[config.mk]
export PLATFORM = sky130hd
export DESIGN_NAME = insdecode_flat
export DESIGN_NICKNAME = d
export VERILOG_FILES = /design/src/rtl/kraken_pkg.sv /design/src/rtl/insdecode_if.sv /design/src/rtl/insdecode_scoreboard.sv /design/src/rtl/insdecode.sv /design/src/flat_wrapper.sv
export SDC_FILE = /design/constraint.sdc
export NUM_CORES = 1
export LEC_CHECK = 0
export CAP_MARGIN = 30
export CELL_PAD_IN_SITES_DETAIL_PLACEMENT = 1
export CELL_PAD_IN_SITES_GLOBAL_PLACEMENT = 1
export CORE_MARGIN = 2
export CORE_UTILIZATION = 45
export DETAILED_ROUTE_END_ITERATION = 10
export DONT_BUFFER_PORTS = 1
export GPL_TIMING_DRIVEN = 0
export PLACE_DENSITY_LB_ADDON = 0.1
export RECOVER_POWER = 25
export SLEW_MARGIN = 5
export SYNTH_ARGS = -nofsm -noshare
export SYNTH_HDL_FRONTEND = slang
export SYNTH_SLANG_ARGS = --single-unit
[constraint.sdc]
create_clock -name clk -period 6.15 [get_ports clk]
set_input_delay 1.845 -clock clk [delete_from_list [all_inputs] [get_ports clk]]
set_output_delay 1.845 -clock clk [all_outputs]
set_load 0.02 [all_outputs]
[src/rtl/kraken_pkg.sv]
// Shared decode definitions: thread/register sizing, field positions, opcodes,
// the opcode-class table and the ID/EX pipeline register layout.
package kraken_pkg;

  localparam int NTRD  = 8;
  localparam int NREG  = 32;
  localparam int TRD_W = 3;
  localparam int REG_W = 5;

  localparam int OP_HI  = 31;
  localparam int OP_LO  = 26;
  localparam int RD_HI  = 25;
  localparam int RD_LO  = 21;
  localparam int RS1_HI = 20;
  localparam int RS1_LO = 16;
  localparam int RS2_HI = 15;
  localparam int RS2_LO = 11;
  localparam int IMM_HI = 15;
  localparam int IMM_LO = 1;

  localparam logic [5:0] OP_ALU  = 6'h00;
  localparam logic [5:0] OP_ADDI = 6'h01;
  localparam logic [5:0] OP_LD   = 6'h02;
  localparam logic [5:0] OP_ST   = 6'h03;
  localparam logic [5:0] OP_BR   = 6'h04;
  localparam logic [5:0] OP_JAL  = 6'h05;
  localparam logic [5:0] OP_NOP  = 6'h06;

  typedef enum logic [2:0] {
    CLS_ILLEGAL,
    CLS_ALU,
    CLS_LOAD,
    CLS_STORE,
    CLS_BRANCH,
    CLS_JUMP,
    CLS_NOP
  } op_class_e;

  typedef struct packed {
    logic ld;
    logic st;
    logic br;
    logic we;
    logic illegal;
  } dec_flags_t;

  typedef struct packed {
    logic             valid;
    logic [TRD_W-1:0] trd;
    logic [31:0]      pc;
    logic [5:0]       op;
    logic [REG_W-1:0] rd;
    logic [REG_W-1:0] rs1;
    logic [REG_W-1:0] rs2;
    logic [31:0]      imm;
    dec_flags_t       flags;
  } ex_t;

  function automatic op_class_e op_class(input logic [5:0] op);
    case (op)
      OP_ALU, OP_ADDI: return CLS_ALU;
      OP_LD:           return CLS_LOAD;
      OP_ST:           return CLS_STORE;
      OP_BR:           return CLS_BRANCH;
      OP_JAL:          return CLS_JUMP;
      OP_NOP:          return CLS_NOP;
      default:         return CLS_ILLEGAL;
    endcase
  endfunction

  // Jumps write the link register, so they carry both br and we.
  function automatic dec_flags_t class_flags(input op_class_e cls);
    dec_flags_t f;
    f = '0;
    case (cls)
      CLS_ALU:    f.we = 1'b1;
      CLS_LOAD:   begin f.ld = 1'b1; f.we = 1'b1; end
      CLS_STORE:  f.st = 1'b1;
      CLS_BRANCH: f.br = 1'b1;
      CLS_JUMP:   begin f.br = 1'b1; f.we = 1'b1; end
      CLS_NOP:    f = '0;
      default:    f.illegal = 1'b1;
    endcase
    return f;
  endfunction

endpackage

[src/rtl/insdecode_if.sv]
// Fetch-to-decode input bundle and the ID/EX / replay output bundle.
interface insdecode_if;
  import kraken_pkg::*;

  logic [31:0]      i_data;
  logic [31:0]      pc_dec;
  logic [TRD_W-1:0] trd_dec;
  logic             i_miss;

  logic             ex_valid;
  logic [TRD_W-1:0] ex_trd;
  logic [31:0]      ex_pc;
  logic [5:0]       ex_op;
  logic [REG_W-1:0] ex_rd;
  logic [REG_W-1:0] ex_rs1;
  logic [REG_W-1:0] ex_rs2;
  logic [31:0]      ex_imm;
  logic             ex_ld;
  logic             ex_st;
  logic             ex_br;
  logic             ex_we;
  logic             ex_illegal;

  logic             replay;
  logic [TRD_W-1:0] replay_trd;
  logic [31:0]      replay_pc;

  modport master (
    output i_data, pc_dec, trd_dec, i_miss,
    input  ex_valid, ex_trd, ex_pc, ex_op, ex_rd, ex_rs1, ex_rs2, ex_imm,
    input  ex_ld, ex_st, ex_br, ex_we, ex_illegal,
    input  replay, replay_trd, replay_pc
  );

  modport slave (
    input  i_data, pc_dec, trd_dec, i_miss,
    output ex_valid, ex_trd, ex_pc, ex_op, ex_rd, ex_rs1, ex_rs2, ex_imm,
    output ex_ld, ex_st, ex_br, ex_we, ex_illegal,
    output replay, replay_trd, replay_pc
  );

endinterface

[src/rtl/insdecode_scoreboard.sv]
// Per-thread pending-load scoreboard; reads see a same-cycle writeback clear.
module insdecode_scoreboard
  import kraken_pkg::*;
(
  input  logic             clk,
  input  logic             rst_n,
  input  logic             set_en,
  input  logic [TRD_W-1:0] set_trd,
  input  logic [REG_W-1:0] set_rd,
  input  logic             clr_en,
  input  logic [TRD_W-1:0] clr_trd,
  input  logic [REG_W-1:0] clr_rd,
  input  logic             kill,
  input  logic [TRD_W-1:0] kill_trd,
  input  logic [TRD_W-1:0] rd_trd,
  input  logic [REG_W-1:0] rd_rs1,
  input  logic [REG_W-1:0] rd_rs2,
  input  logic [REG_W-1:0] rd_rd,
  output logic             pend_rs1,
  output logic             pend_rs2,
  output logic             pend_rd,
  output logic [NTRD-1:0]  busy
);

  logic [NTRD-1:0][NREG-1:0] pend, pend_nxt;

  // Priority low to high: writeback clear, then set, then kill of the whole row.
  always_comb begin
    pend_nxt = pend;
    if (clr_en) pend_nxt[clr_trd][clr_rd] = 1'b0;
    if (set_en) pend_nxt[set_trd][set_rd] = 1'b1;
    if (kill)   pend_nxt[kill_trd] = '0;
    for (int t = 0; t < NTRD; t++) pend_nxt[t][0] = 1'b0;
  end

  always_ff @(posedge clk or negedge rst_n) begin
    if (!rst_n) pend <= '0;
    else        pend <= pend_nxt;
  end

  assign pend_rs1 = pend[rd_trd][rd_rs1] &
                    ~(clr_en && clr_trd == rd_trd && clr_rd == rd_rs1);
  assign pend_rs2 = pend[rd_trd][rd_rs2] &
                    ~(clr_en && clr_trd == rd_trd && clr_rd == rd_rs2);
  assign pend_rd  = pend[rd_trd][rd_rd] &
                    ~(clr_en && clr_trd == rd_trd && clr_rd == rd_rd);

  always_comb begin
    busy = '0;
    for (int t = 0; t < NTRD; t++) busy[t] = |pend[t];
  end

endmodule

[src/rtl/insdecode.sv]
// Decode stage: field split, RAW/WAW hazard check against pending loads,
// replay request and the ID/EX pipeline register.
module insdecode
  import kraken_pkg::*;
(
  input  logic             clk,
  input  logic             rst_n,
  insdecode_if.slave       dec,
  input  logic             stall,
  input  logic             flushID,
  input  logic             wb_en,
  input  logic [TRD_W-1:0] wb_trd,
  input  logic [REG_W-1:0] wb_rd,
  input  logic             kill,
  input  logic [TRD_W-1:0] kill_trd,
  output logic [NTRD-1:0]  sb_busy
);

  logic [5:0]       op;
  logic [REG_W-1:0] rd, rs1, rs2;
  logic [31:0]      imm;
  dec_flags_t       flags;
  logic             pend_rs1, pend_rs2, pend_rd;
  logic             valid_in, hazard, accept, set_en;
  ex_t              ex_q, ex_d;

  assign op    = dec.i_data[OP_HI:OP_LO];
  assign rd    = dec.i_data[RD_HI:RD_LO];
  assign rs1   = dec.i_data[RS1_HI:RS1_LO];
  assign rs2   = dec.i_data[RS2_HI:RS2_LO];
  assign imm   = {{(32-(IMM_HI-IMM_LO+1)){dec.i_data[IMM_HI]}}, dec.i_data[IMM_HI:IMM_LO]};
  assign flags = class_flags(op_class(op));

  // The rd check uses the decoded instruction's own write enable (WAW on a pending load).
  assign valid_in = !dec.i_miss && !flushID;
  assign hazard   = valid_in && (pend_rs1 || pend_rs2 || (flags.we && pend_rd));
  assign accept   = valid_in && !hazard && !stall;
  assign set_en   = accept && flags.ld && (rd != '0);

  insdecode_scoreboard u_sb (
    .clk      (clk),
    .rst_n    (rst_n),
    .set_en   (set_en),
    .set_trd  (dec.trd_dec),
    .set_rd   (rd),
    .clr_en   (wb_en),
    .clr_trd  (wb_trd),
    .clr_rd   (wb_rd),
    .kill     (kill),
    .kill_trd (kill_trd),
    .rd_trd   (dec.trd_dec),
    .rd_rs1   (rs1),
    .rd_rs2   (rs2),
    .rd_rd    (rd),
    .pend_rs1 (pend_rs1),
    .pend_rs2 (pend_rs2),
    .pend_rd  (pend_rd),
    .busy     (sb_busy)
  );

  // Bubbles still carry the decoded fields; only valid and the class flags are zeroed.
  always_comb begin
    ex_d = ex_q;
    if (!stall) begin
      ex_d.valid = accept;
      ex_d.trd   = dec.trd_dec;
      ex_d.pc    = dec.pc_dec;
      ex_d.op    = op;
      ex_d.rd    = rd;
      ex_d.rs1   = rs1;
      ex_d.rs2   = rs2;
      ex_d.imm   = imm;
      ex_d.flags = accept ? flags : '0;
    end else if (flushID) begin
      ex_d.valid = 1'b0;
      ex_d.flags = '0;
    end
    if (kill && ex_d.trd == kill_trd) begin
      ex_d.valid = 1'b0;
      ex_d.flags = '0;
    end
  end

  always_ff @(posedge clk or negedge rst_n) begin
    if (!rst_n) ex_q <= '0;
    else        ex_q <= ex_d;
  end

  assign dec.ex_valid   = ex_q.valid;
  assign dec.ex_trd     = ex_q.trd;
  assign dec.ex_pc      = ex_q.pc;
  assign dec.ex_op      = ex_q.op;
  assign dec.ex_rd      = ex_q.rd;
  assign dec.ex_rs1     = ex_q.rs1;
  assign dec.ex_rs2     = ex_q.rs2;
  assign dec.ex_imm     = ex_q.imm;
  assign dec.ex_ld      = ex_q.flags.ld;
  assign dec.ex_st      = ex_q.flags.st;
  assign dec.ex_br      = ex_q.flags.br;
  assign dec.ex_we      = ex_q.flags.we;
  assign dec.ex_illegal = ex_q.flags.illegal;

  assign dec.replay     = hazard && !stall;
  assign dec.replay_trd = dec.trd_dec;
  assign dec.replay_pc  = dec.pc_dec;

endmodule

[src/flat_wrapper.sv]
// flat-port wrapper written by rule: the top's interface ports become plain ports
module insdecode_flat import kraken_pkg::*;
  (clk, rst_n, stall, flushID, wb_en, wb_trd, wb_rd, kill, kill_trd, sb_busy, dec_i_data, dec_pc_dec, dec_trd_dec, dec_i_miss, dec_ex_valid, dec_ex_trd, dec_ex_pc, dec_ex_op, dec_ex_rd, dec_ex_rs1, dec_ex_rs2, dec_ex_imm, dec_ex_ld, dec_ex_st, dec_ex_br, dec_ex_we, dec_ex_illegal, dec_replay, dec_replay_trd, dec_replay_pc);
  insdecode_if dec_i ();
  input  logic clk;
  input  logic rst_n;
  input  logic stall;
  input  logic flushID;
  input  logic wb_en;
  input  logic [TRD_W-1:0] wb_trd;
  input  logic [REG_W-1:0] wb_rd;
  input  logic kill;
  input  logic [TRD_W-1:0] kill_trd;
  output logic [NTRD-1:0] sb_busy;
  input wire logic [$bits(dec_i.i_data)-1:0] dec_i_data;
  input wire logic [$bits(dec_i.pc_dec)-1:0] dec_pc_dec;
  input wire logic [$bits(dec_i.trd_dec)-1:0] dec_trd_dec;
  input wire logic [$bits(dec_i.i_miss)-1:0] dec_i_miss;
  output wire logic [$bits(dec_i.ex_valid)-1:0] dec_ex_valid;
  output wire logic [$bits(dec_i.ex_trd)-1:0] dec_ex_trd;
  output wire logic [$bits(dec_i.ex_pc)-1:0] dec_ex_pc;
  output wire logic [$bits(dec_i.ex_op)-1:0] dec_ex_op;
  output wire logic [$bits(dec_i.ex_rd)-1:0] dec_ex_rd;
  output wire logic [$bits(dec_i.ex_rs1)-1:0] dec_ex_rs1;
  output wire logic [$bits(dec_i.ex_rs2)-1:0] dec_ex_rs2;
  output wire logic [$bits(dec_i.ex_imm)-1:0] dec_ex_imm;
  output wire logic [$bits(dec_i.ex_ld)-1:0] dec_ex_ld;
  output wire logic [$bits(dec_i.ex_st)-1:0] dec_ex_st;
  output wire logic [$bits(dec_i.ex_br)-1:0] dec_ex_br;
  output wire logic [$bits(dec_i.ex_we)-1:0] dec_ex_we;
  output wire logic [$bits(dec_i.ex_illegal)-1:0] dec_ex_illegal;
  output wire logic [$bits(dec_i.replay)-1:0] dec_replay;
  output wire logic [$bits(dec_i.replay_trd)-1:0] dec_replay_trd;
  output wire logic [$bits(dec_i.replay_pc)-1:0] dec_replay_pc;
  assign dec_i.i_data = dec_i_data;
  assign dec_i.pc_dec = dec_pc_dec;
  assign dec_i.trd_dec = dec_trd_dec;
  assign dec_i.i_miss = dec_i_miss;
  assign dec_ex_valid = dec_i.ex_valid;
  assign dec_ex_trd = dec_i.ex_trd;
  assign dec_ex_pc = dec_i.ex_pc;
  assign dec_ex_op = dec_i.ex_op;
  assign dec_ex_rd = dec_i.ex_rd;
  assign dec_ex_rs1 = dec_i.ex_rs1;
  assign dec_ex_rs2 = dec_i.ex_rs2;
  assign dec_ex_imm = dec_i.ex_imm;
  assign dec_ex_ld = dec_i.ex_ld;
  assign dec_ex_st = dec_i.ex_st;
  assign dec_ex_br = dec_i.ex_br;
  assign dec_ex_we = dec_i.ex_we;
  assign dec_ex_illegal = dec_i.ex_illegal;
  assign dec_replay = dec_i.replay;
  assign dec_replay_trd = dec_i.replay_trd;
  assign dec_replay_pc = dec_i.replay_pc;
  insdecode u_core (.clk(clk), .rst_n(rst_n), .dec(dec_i), .stall(stall), .flushID(flushID), .wb_en(wb_en), .wb_trd(wb_trd), .wb_rd(wb_rd), .kill(kill), .kill_trd(kill_trd), .sb_busy(sb_busy));
endmodule
==> impl_metrics.toml <==
# synthesis and place-and-route metrics
[global_route]
grt_pass1_vias = 16899
antenna_found_initial = 3
grt_pass1_wl_um = 122000
grt-ovfl-total = 0
grt-busiest-layer = "met2"
track_usage = 0.430
grt_max_degree = 321

[logic_synthesis]
top_area_frac = 0.463
yosys.area.top_type = "dfrtp_1"
muxShareOfSynthArea = 0.104
syn_avg_cell_area_um2 = 10.1
synthArstFlopShare = 1.00
fp_nets = 1789
syn-cell-area_mm2 = 0.0173
synth_warnings = 0
synthSimpleGateAreaFrac = 0.108
top_logic_kind = "AND-OR/OR-AND gates"
ys_cells = 1704
ys_seq_elements = 320
yosys-top-cells-count = "320 x dfrtp_1, 251 x o211ai_1, 181 x o21ai_1"
syn_inst = 1704
enable_flop_cells = 0
top_cell = "dfrtp_1"
yosysChipArea_mm2 = 0.0173
ys_seq_frac = 0.463
synth_cell_types = 73

[cts]
clkLatencyLatePin_ns = 0.58
ctsResizeCount = 142
cts.path.max_buffers = 3
clock-sinks = 320
h-tree-depth = 2
clockRootBuffer = "clkbuf_16"

[final_timing]
setup_violations = 1
clock_skew_ns = 0.0211
rsz0062_at_grt = "yes"
period_needed_ns = 6.37
worst_slack_ns = -0.220
hold_ws_ns = 0.551
slew_violations = 0

[final_layout]
drive_above_1_share = 0.219
final_cells = 2328
clock_cell_area_share = 0.0617
area_growth_pct = 19.0
n_antenna_cell = 0
inv_count = 25
largest_register = "u_core.u_sb.pend"
ff_count = 320
layout_top_cells = "320 x dfrtp_1, 251 x o211ai_1, 181 x o21ai_1"
n_all_buffers = 240
final_cell_area_mm2 = 0.0206
comb_area_mm2 = 0.00864
n_clock_buffer = 54

[setup_path]
endpoint = "dec_replay"
ff2ff_path_depth = 12
startpoint_type = "input port"
r2r_slack_ns = 2.10
endpoint_kind = "output port"
path_class = "input port to output port"
required_ns = 4.30
reg2reg_from = "u_core.u_sb.pend[235]"
crit_fanout = 7
r2r_end = "u_core.u_sb.pend[237]"
cpPeakStageDelay_ns = 0.55
critPathBufInv = 3
crit_path_start = "dec_trd_dec[2]"

[power_and_ir_drop]
powerDensity_mw_per_mm2 = 251
p_seq_w = 0.00224
powerComb_w = 0.000573
clkPwrFrac = 0.456
p_leak_nw = 8.29
clock_power_w = 0.00236
seq_power_share = 0.433
vdd_drop_max_mv = 0.215
switching_share = 0.273
internal-power_w = 0.00376

[place]
placed_cells_incl_taps = 2217
hpwl_um = 60000

[die]
fp_util = 0.458
fp.dieArea_mm2 = 0.0400
io_pins = 223
core.rowCount = 71
die_h_um = 200

[worst_hold_path]
hold_path_class = "flop to flop"
min_to = "u_core.u_sb.pend[247]"
min_path_cells = 2

[run]
warning_count = 31

[outcome]
violations = "negative setup slack"
outcome = "finished with violations"

[detailed_routing]
avgViaCountPerCell = 7.27
highest_layer = "met5"
drc = 0
dr.pass1.iters = 5
ant_nets = 0
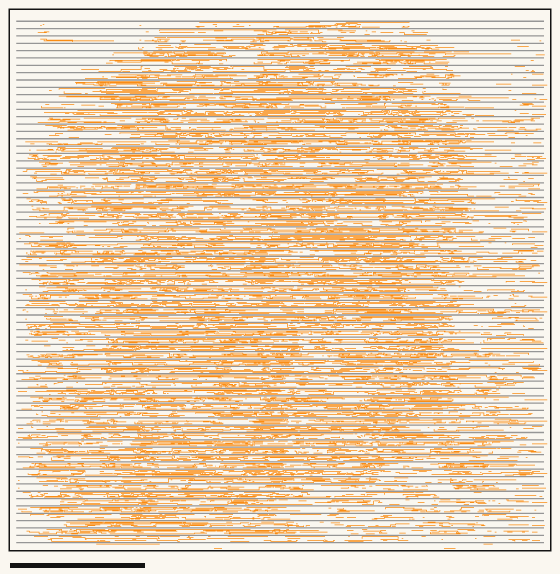
*Signal wires on met1, run 1*
Bar = 50 um. Supply wires on this layer in grey.
- nets with wire on the layer: 1777
- main direction: horizontal
- longest straight run: 77.3 um
- wire length on this layer: 32.5 mm
- share of all routed wire: 38%
WL final: 86200 um
met1 Use GR: 0.539
Vias: 16935

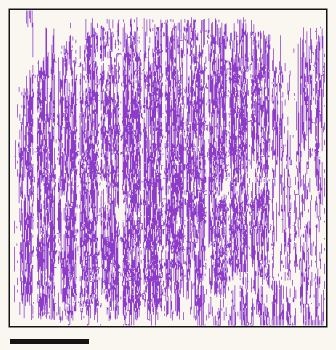
*M2 wires, run 1*
Bar = 50 um.
- longest straight run: 94.7 um
- nets with wire on the layer: 1727
- wire length on this layer: 37.0 mm
met2 usage: 0.634

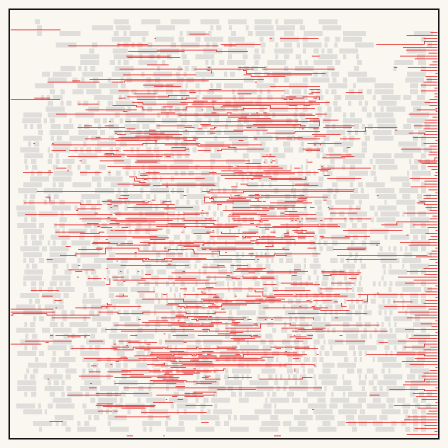
*M3 wires, run 1*
Cells faint in the background.
- longest straight run: 92.2 um
- share of all routed wire: 12%
- main direction: horizontal
- wire length on this layer: 10300 um
- nets with wire on the layer: 491
met3 usage: 0.139

